## src/rtl/booth_radix4_mul.sv

```systemverilog
// booth_radix4_mul -- sequential radix-4 Booth multiplier, signed or unsigned.
//
// Both operands are widened to N+2 bits, so one encoding covers both modes:
// sign-extended for two's complement, zero-extended for unsigned. The multiply
// then takes N/2+1 radix-4 steps. A result is presented with Valid and held
// until Ack. Abort cancels a running operation.
//
// Ports
//   Clk   : clock, rising edge
//   Rst   : synchronous active-high reset, highest priority
//   Ld    : start request (taken in IDLE, or in DONE together with Ack)
//   Sgn   : 1 = two's complement operands, 0 = unsigned (sampled with Ld)
//   M, R  : multiplicand / multiplier, N bits (sampled on acceptance)
//   Abort : cancel in RUN; acts as Ack in DONE; ignored in IDLE
//   Ack   : consumer acknowledge of the presented result
//   Busy  : high whenever the FSM is not IDLE
//   Valid : result present on P
//   P     : low 2N bits of the exact product
module booth_radix4_mul #(
  parameter int N = 8
) (
  input  logic             Clk,
  input  logic             Rst,
  input  logic             Ld,
  input  logic             Sgn,
  input  logic [N-1:0]     M,
  input  logic [N-1:0]     R,
  input  logic             Abort,
  input  logic             Ack,
  output logic             Busy,
  output logic             Valid,
  output logic [2*N-1:0]   P
);

  localparam int XW    = N + 2;          // extended operand width
  localparam int AW    = N + 3;          // accumulator width (holds +/-2M)
  localparam int STEPS = N / 2 + 1;      // radix-4 steps over XW multiplier bits
  localparam int CW    = $clog2(STEPS + 1);
  localparam logic [CW-1:0] STEPS_C = CW'(STEPS);
  localparam logic [CW-1:0] ONE_C   = CW'(1);

  if ((N % 2 != 0) || (N < 4) || (N > 32)) begin : g_bad_width
    $error("booth_radix4_mul: N must be even and within 4..32");
  end

  typedef enum logic [1:0] {
    IDLE = 2'd0,
    RUN  = 2'd1,
    DONE = 2'd2
  } state_t;

  // Booth recode of {R[2i+1], R[2i], R[2i-1]} into {negate, double, single}.
  function automatic logic [2:0] booth_recode(input logic [2:0] trip);
    case (trip)
      3'b001, 3'b010: booth_recode = 3'b001;  // +M
      3'b011:         booth_recode = 3'b010;  // +2M
      3'b100:         booth_recode = 3'b110;  // -2M
      3'b101, 3'b110: booth_recode = 3'b101;  // -M
      default:        booth_recode = 3'b000;  // 0 (000, 111)
    endcase
  endfunction

  state_t          state_q, state_d;
  logic [XW-1:0]   m_q, m_d;
  logic [XW-1:0]   r_q, r_d;
  logic            guard_q, guard_d;
  logic [AW-1:0]   acc_q, acc_d;
  logic [CW-1:0]   cnt_q, cnt_d;
  logic [2*N-1:0]  p_q, p_d;
  logic            valid_q, valid_d;
  logic            busy_q, busy_d;

  logic            accept_s;
  logic            last_s;
  logic [2:0]      code_s;
  logic [AW-1:0]   addend_s;
  logic [AW-1:0]   operand_s;
  logic [AW-1:0]   sum_s;
  logic [AW-1:0]   acc_shift_s;
  logic [XW-1:0]   r_shift_s;
  logic [2*N-1:0]  prod_s;

  // State and datapath registers with synchronous reset.
  always_ff @(posedge Clk) begin
    if (Rst) begin
      state_q <= IDLE;
      m_q     <= {XW{1'b0}};
      r_q     <= {XW{1'b0}};
      guard_q <= 1'b0;
      acc_q   <= {AW{1'b0}};
      cnt_q   <= {CW{1'b0}};
      p_q     <= {(2*N){1'b0}};
      valid_q <= 1'b0;
      busy_q  <= 1'b0;
    end else begin
      state_q <= state_d;
      m_q     <= m_d;
      r_q     <= r_d;
      guard_q <= guard_d;
      acc_q   <= acc_d;
      cnt_q   <= cnt_d;
      p_q     <= p_d;
      valid_q <= valid_d;
      busy_q  <= busy_d;
    end
  end

  // Next-state logic; Abort outranks completion of the final step.
  always_comb begin
    state_d  = state_q;
    accept_s = 1'b0;
    last_s   = (cnt_q == ONE_C);
    case (state_q)
      IDLE: begin
        if (Ld) begin
          state_d  = RUN;
          accept_s = 1'b1;
        end else begin
          state_d  = IDLE;
        end
      end
      RUN: begin
        if (Abort) begin
          state_d = IDLE;
        end else if (last_s) begin
          state_d = DONE;
        end else begin
          state_d = RUN;
        end
      end
      DONE: begin
        if (Abort) begin
          state_d = IDLE;                 // behaves as Ack, Ld not taken
        end else if (Ack && Ld) begin
          state_d  = RUN;
          accept_s = 1'b1;
        end else if (Ack) begin
          state_d = IDLE;
        end else begin
          state_d = DONE;
        end
      end
      default: begin
        state_d = IDLE;
      end
    endcase
  end

  // One Booth step: a single adder fed by an operand mux; subtraction is
  // the inverted operand with carry-in 1. The whole {acc, r, guard} word then
  // shifts right arithmetically by two.
  always_comb begin
    code_s = booth_recode({r_q[1:0], guard_q});
    if (code_s[1]) begin
      addend_s = {m_q, 1'b0};
    end else if (code_s[0]) begin
      addend_s = {m_q[XW-1], m_q};
    end else begin
      addend_s = {AW{1'b0}};
    end
    operand_s   = code_s[2] ? ~addend_s : addend_s;
    sum_s       = acc_q + operand_s + {{(AW-1){1'b0}}, code_s[2]};
    acc_shift_s = {{2{sum_s[AW-1]}}, sum_s[AW-1:2]};
    r_shift_s   = {sum_s[1:0], r_q[XW-1:2]};
    // {acc, r} now holds the full product; keep its low 2N bits.
    prod_s      = {acc_shift_s[N-3:0], r_shift_s};
  end

  // Register next values and outputs.
  always_comb begin
    m_d     = m_q;
    r_d     = r_q;
    guard_d = guard_q;
    acc_d   = acc_q;
    cnt_d   = cnt_q;
    p_d     = p_q;
    if (accept_s) begin
      m_d     = Sgn ? {{2{M[N-1]}}, M} : {2'b00, M};
      r_d     = Sgn ? {{2{R[N-1]}}, R} : {2'b00, R};
      guard_d = 1'b0;
      acc_d   = {AW{1'b0}};
      cnt_d   = STEPS_C;
    end else if ((state_q == RUN) && !Abort) begin
      acc_d   = acc_shift_s;
      r_d     = r_shift_s;
      guard_d = r_q[1];
      cnt_d   = cnt_q - ONE_C;
      if (last_s) begin
        p_d = prod_s;
      end else begin
        p_d = p_q;
      end
    end else begin
      cnt_d = cnt_q;
    end
    valid_d = (state_d == DONE);
    busy_d  = (state_d != IDLE);
  end

  assign Busy  = busy_q;
  assign Valid = valid_q;
  assign P     = p_q;

endmodule

```

## config.mk

```make
export PLATFORM = sky130hd
export DESIGN_NAME = booth_radix4_mul
export DESIGN_NICKNAME = d
export VERILOG_FILES = /design/src/rtl/booth_radix4_mul.sv
export SDC_FILE = /design/constraint.sdc
export NUM_CORES = 1
export LEC_CHECK = 0
export ABC_CLOCK_PERIOD_IN_PS = 4300
export CELL_PAD_IN_SITES_DETAIL_PLACEMENT = 1
export CELL_PAD_IN_SITES_GLOBAL_PLACEMENT = 2
export CORE_UTILIZATION = 34
export CTS_CLUSTER_SIZE = 10
export DETAILED_ROUTE_END_ITERATION = 8
export PLACE_DENSITY_LB_ADDON = 0.1
export SLEW_MARGIN = 0
export SYNTH_ARGS = -nofsm -noshare
export SYNTH_HDL_FRONTEND = slang
export SYNTH_SLANG_ARGS = --single-unit
```

## constraint.sdc

```tcl
create_clock -name Clk -period 4.3 [get_ports Clk]
set_clock_uncertainty 0.15 [all_clocks]
set_input_delay 0.86 -clock Clk [delete_from_list [all_inputs] [get_ports Clk]]
set_output_delay 0.86 -clock Clk [all_outputs]
set_load 0.01 [all_outputs]
```

==> out/summary.txt <==
HPWL Detailed -> 5620 microns
Comb power frac -> 17.1%
Final Non-Filler Cells -> 480
Cell Area, Placed -> 3260 sq um
CTS tree -> built
First-pass GRT wire length -> 13000 microns
Multi-input gate area in the final layout -> 1630 sq um
Worst Hold Class -> flop to flop
Outcome -> finished, final reports clean
GPL Wtd Cong -> 0.756
Most area-hungry cell class in the final design -> logic gates
Number of antenna violations at the first check in global routing -> 0
Wire length on met2 -> 3740 microns
Critical path data arrival time -> 3260 ps
Total gr overflow -> 0
Largest fanout on the critical path -> 9
Router iterations before antenna repair -> 4
Detail-routed via count per cell -> 5.34
Final hold slack -> 309 ps
Synth Net Count -> 384
Clock sink count -> 52
Switching Power -> 286 uW
Power per cell area -> 289 nW/um^2
Fraction of power spent switching nets -> 29.6%
Total length of routed wires -> 7610 microns
Fin crit share -> 73.1%
Final-stage net count -> 412
Async set or reset register ratio after synthesis -> 0%
Area overhead of the layout relative to synthesis -> 18.9%
DR iter-0 viols -> 62
Logic inverters -> 8
Peak supply drop -> 147 uV
Number of well-tap cells placed -> 102
Data required time at the worst endpoint -> 4410 ps
Seq pwr -> 520 uW
Count of pins over their slew limit -> 0
Number of inserted diodes -> 0
Max-slew headroom -> 54.1%
Die x size -> 93.0 microns
Max-cap violations -> 0
Most frequent logic cell in the layout -> nand2_1
CTS Buf Count -> 5
Fill cell count -> 977
Total negative slack for setup checks -> 0 ps
Vias in the first global route -> 2648
Highest Clock Rate -> 318 MHz
WL per Instance -> 15.9 microns
Global route hottest layer -> met2
Synth Instances -> 350
[synth_stat cells, types with 2 or more instances]
master	number	area [sq um]
a311o_1	2	20.0
xnor2_1	3	26.3
ha_1	11	138
nand2b_1	3	18.8
a211oi_1	3	22.5
a22oi_1	14	105
nand3_1	11	55.1
nor2_1	14	52.6
a31oi_1	5	31.3
nor3_1	7	35.0
nor4_1	3	18.8
buf_4	4	30.0
nor2b_1	2	12.5
a21oi_1	40	200
inv_1	7	26.3
o21ai_0	19	95.1
nor3b_1	2	15.0
clkbuf_1	13	48.8
o21a_1	4	30.0
and2_1	2	12.5
and4_1	2	17.5
dfxtp_1	52	1040
buf_2	7	35.0
or4_1	3	22.5
nand4_1	4	25.0
xor2_1	10	87.6
a311oi_1	2	17.5
nand2_1	71	267
o311ai_1	2	17.5
[critical path, stage by stage, from the launching register on]
cell and delay, ps:
dfxtp_1 550, xor2_1 590, a22oi_1 160, o21ai_0 190, fa_1 280, a21oi_1 90
o21ai_0 390, o22ai_1 190, or4_1 420, nand3_1 80
[worst paths after layout]
path / slack (ps) / cells past startpoint / start / end
max: 1160 / 9 / guard_q$_SDFFE_PP0P_ / acc_q[6]$_SDFFE_PP0P_
min: 310 / 2 / P[5]$_SDFFE_PP0P_ / P[5]$_SDFFE_PP0P_
max reg2reg: 1160 / 9 / guard_q$_SDFFE_PP0P_ / acc_q[6]$_SDFFE_PP0P_
min reg2reg: 310 / 2 / P[5]$_SDFFE_PP0P_ / P[5]$_SDFFE_PP0P_
[logic make-up after synthesis]
group,share of synthesized area [%]
buffers and inverters,5.12
adders and majority gates,5.60
xor gates and xnor gates,4.05
AOI/OAI and AO/OA,24.3
and+or+nand+nor,23.5
muxes,0.356
DFF,37.0
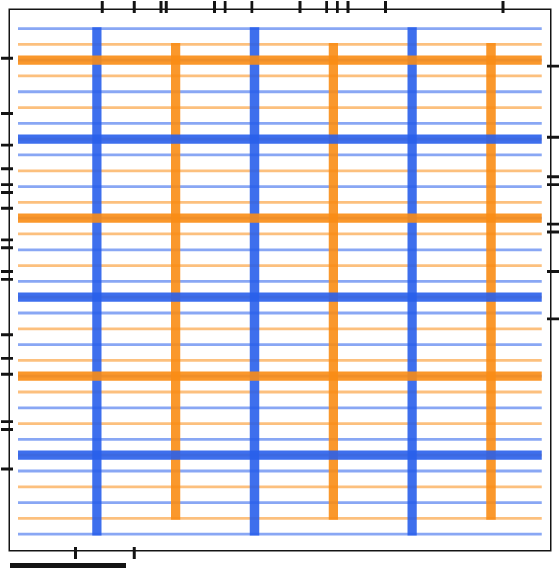
Figure 1: floorplan with the power grid.
Scale bar: 20 microns. Pins as bars on the die edge.
legend:
  VDD:
    color: orange
  VSS:
    color: blue
signal pins: 40
rows: 32
met4 straps: 6
met5 straps: 6
met1 rails: 33

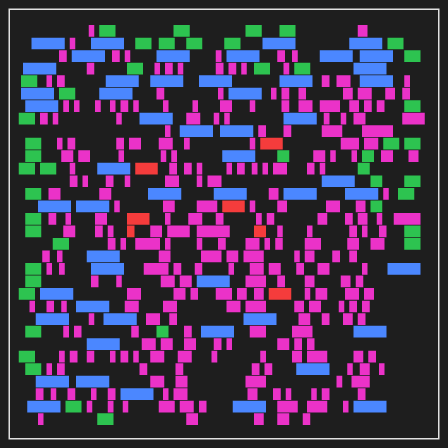
Figure 2: cells colored by class.
legend:
  flip-flops:
    color: blue
    cells: 52
  clock drivers and dummy loads:
    color: red
    cells: 7
  all other logic:
    color: magenta
    cells: 274
  other buffers and delay cells:
    color: green
    cells: 45

Power and IR drop assume default switching activity.
